Fig. 1: routed metal per tile
(1.5 px per um) The die is cut into 24 by 24 equal tiles; white is low, dark blue is high, scaled to the fullest tile. Values are wire area over tile area, all layers added.
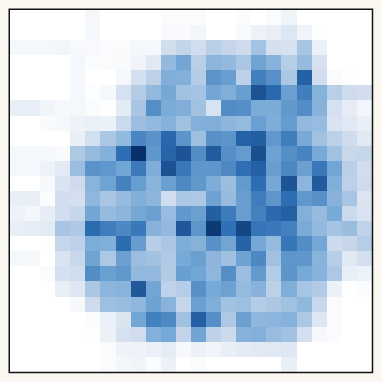
Fig. 2: routing congestion map
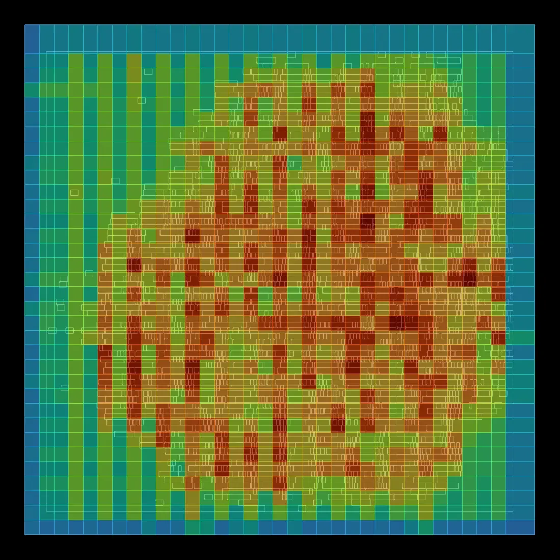
Fig. 3: gate families picked out
(2 px per um)
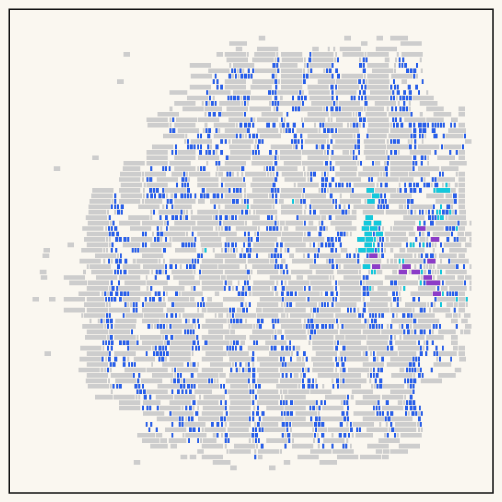
Fig. 4: layout detail
Window x 106 to 136, y 57 to 87 um. Cells in gray, sequential cells in the stronger gray; small squares are vias.
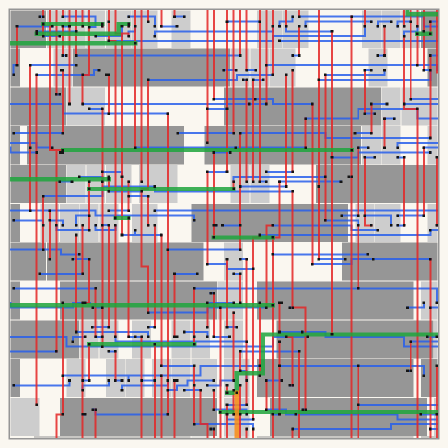
Design axi_axis_fifo_reader, sky130hd; sources not shown.
==> run notes <==
Post-CTS timing repair inserted 0 buffers for setup. The total number of H-tree levels came out at 2. Setup repair after global routing left no endpoint under its margin. The run gives 57.3% as the final design utilization. The count of nets left with antenna violations once routing finished came out at 0. The critical path in this run is classified as reg -> reg.

The multiplexer area fraction after synthesis works out to 0%. The run gives 5.35 for the ratio of routed vias to standard cells. The synthesized netlist devotes 21.3% of its cell area to simple gates. After synthesis, flip-flops and latches occupy 67.8% of the total area. Looking at the clock tree report, the maximum root-to-sink buffer count equals 3. The report shows a maximum critical-path fanout of 27.

In the layout the commonest cells are 779 x nand2_1, 512 x edfxtp_1, 426 x inv_1, 398 x nand3_1, 81 x clkdlybuf4s50_1. Post-detailed-placement half-perimeter wirelength: 31400 um. The number of global-route vias before repair came out at 15900. With the area of the mapped netlist at 24500 um2, the placer congestion estimate is 0.834. After Yosys synthesis, AND-OR and OR-AND compound gates account for 0.194% of the synthesized area. Power spread over the standard cell area amounts to 506 nW/um2. The final period utilization was 64.9%.

The critical path endpoint has a required time of 5980 ps. For this design the static power due to leakage is 12.0 nW. Checking hold timing, the worst path is listed with class in -> async.

Per the run report, area growth between synthesis and finish was 12.6%. The worst-case reg-to-reg path depth is 21, and the tally of filler cells in the layout is 3761. With the number of logged tool warnings at 80, the final hold violation count is 0. The flow ran to the end, and the final reports show no timing, DRC or antenna violations. Yosys stat counts 2373 cells in the synthesized netlist. The tightest hold path in the finished design has a slack of 67.5 ps. Per the synth stats, the proportion of register bits with asynchronous set or reset is 8.57%. Per the final report, max-transition violations number 0. The yosys synthesis chip area was 24500 um2. Per the detail_route report, DRC violations left total 0.

The sum of overflow across all layers after global routing is 0. The transition time at the pin with the least slew margin is 1030 ps, and the reg-to-reg setup timing slack is 1910 ps. Clock-pin slew was measured on the worst setup and hold paths at 60 ps. The maximum clock skew at final layout came out at 33.1 ps. Cells with a size suffix above 1 make up 6.34% of the layout. The number of clock sinks seen by CTS was 560; the cell count after synthesis was 2373. The die covers 58200 um2. Among all flip-flop cells after synthesis, the most frequent one is edfxtp_1.

The placement stage leaves a total instance area of 25600 um2. Synthesis instantiated 29 different standard cells from the library. In this run the clock root is driven by a clkbuf_16.
-- Fig. 1 (at the start) --
nearly empty tiles	22%
tiles over half the peak	25%
emptiest ninth of the die	upper left
mean over tiles	0.17
fullest tile	0.58
densest ninth of the die	center
Routed Wire Length: 57800 um
number of vias in the routed layout: 16600
DR WL/cell: 18.7 um
overall fraction of global-route tracks in use: 19.6%

-- Fig. 2 (at the start) --
met2 track utilization from global routing: 31.9%
met3 global-route usage: 4.60%

-- Fig. 3 (at the start) --
family	color	cells	most used
nand cells	blue	1189	nand2_1
nor cells	cyan	49	nor2_1
fa/ha/maj cells	purple	11	ha_1
non-filler cells in the finished layout: 3093
fraction of standard cell area in multi-input logic: 20.2%
commonest non-fill, non-tap cell in the layout: nand2_1

-- Fig. 4 (at the start) --
layer	color
M4	orange
M3	green
M2	red
M1	blue
cells with their middle in the window	66
most frequent	nand2_1 (23), edfxtp_1 (14)
sequential cells in the window	14

layout make-up:
type	instances	area (um2)	share of cell area, %
multi-input cells	1267	5560	20.2
inverters	431	1630	5.91
well taps	615	769	2.79
clock inverters	37	452	1.64
diodes	2	5.00	0.0182
repair buffers	116	1100	3.98
clock buffers	65	1460	5.28
flip-flops and latches	560	16600	60.2
through the flow:
stage / instances / worst slack [ps] / total power [mW]
final: 3093 / 1910 / 13.9
after global routing: 3092 / 1690 / 14.6
after CTS: 3091 / 1960 / 13.9
after detailed placement: 2989 / 1750 / 9.92
after global placement: 2989 / 1850 / 9.79
after floorplan: 2376 / 2150 / 8.75
cells in the mapped netlist (2+ instances only):
library cell | number | area share, %
a21oi_1 | 5 | 0.10
buf_1 | 8 | 0.12
buf_2 | 54 | 1.1
buf_4 | 15 | 0.46
buf_6 | 32 | 1.5
clkbuf_1 | 7 | 0.11
conb_1 | 2 | 0.031
dfrtp_1 | 48 | 4.9
edfxtp_1 | 512 | 63
ha_1 | 10 | 0.51
inv_1 | 427 | 6.6
inv_2 | 2 | 0.031
nand2_1 | 779 | 12
nand2_2 | 10 | 0.26
nand3_1 | 398 | 8.1
nand4_1 | 2 | 0.051
nor2_1 | 47 | 0.72
o21ai_0 | 3 | 0.061
xnor2_1 | 2 | 0.072
cells by family (layout without fill, tap and decap cells):
kind of cell	after synthesis	count (layout)
and+or+nand+nor	1239	1239
DFF	560	560
buffers and inverters	549	649
adders and majority gates	11	11
AOI/OAI and AO/OA	9	9
xor gates and xnor gates	3	3
other	2	7
critical path, cell delays in order, from the launching register on:
cell,delay [ps]
dfrtp_1,400
inv_1,90
ha_1,230
nand4_1,130
inv_1,110
nor2_2,130
nand2_2,100
nor2_8,550
nand3_1,170
inv_1,110
ha_1,230
inv_1,60
ha_1,150
inv_1,60
fa_1,410
inv_1,70
nand2_1,60
nand2_1,70
a21oi_1,80
nand2_1,70
nand2_1,60
nor2_1,140
report_power, final:
group	switching, mW	total [mW]	internal (mW)	leakage (nW)
sequential	0.323	5.54	5.22	5.24
clock	1.59	3.97	2.38	0.934
combinational	3.18	4.42	1.24	5.80
per-layer routing:
metal | vias to the layer above | part of all wire, % | wire length (um) | track usage [%]
li1 | 7698 | - | - | -
met1 | 7830 | 39 | 22500 | 25.5
met2 | 899 | 47 | 27400 | 31.9
met3 | 132 | 11 | 6340 | 4.60
met4 | 2 | 2.7 | 1560 | 6.93
met5 | - | 0.022 | 13 | 0
Power and IR drop assume default switching activity.
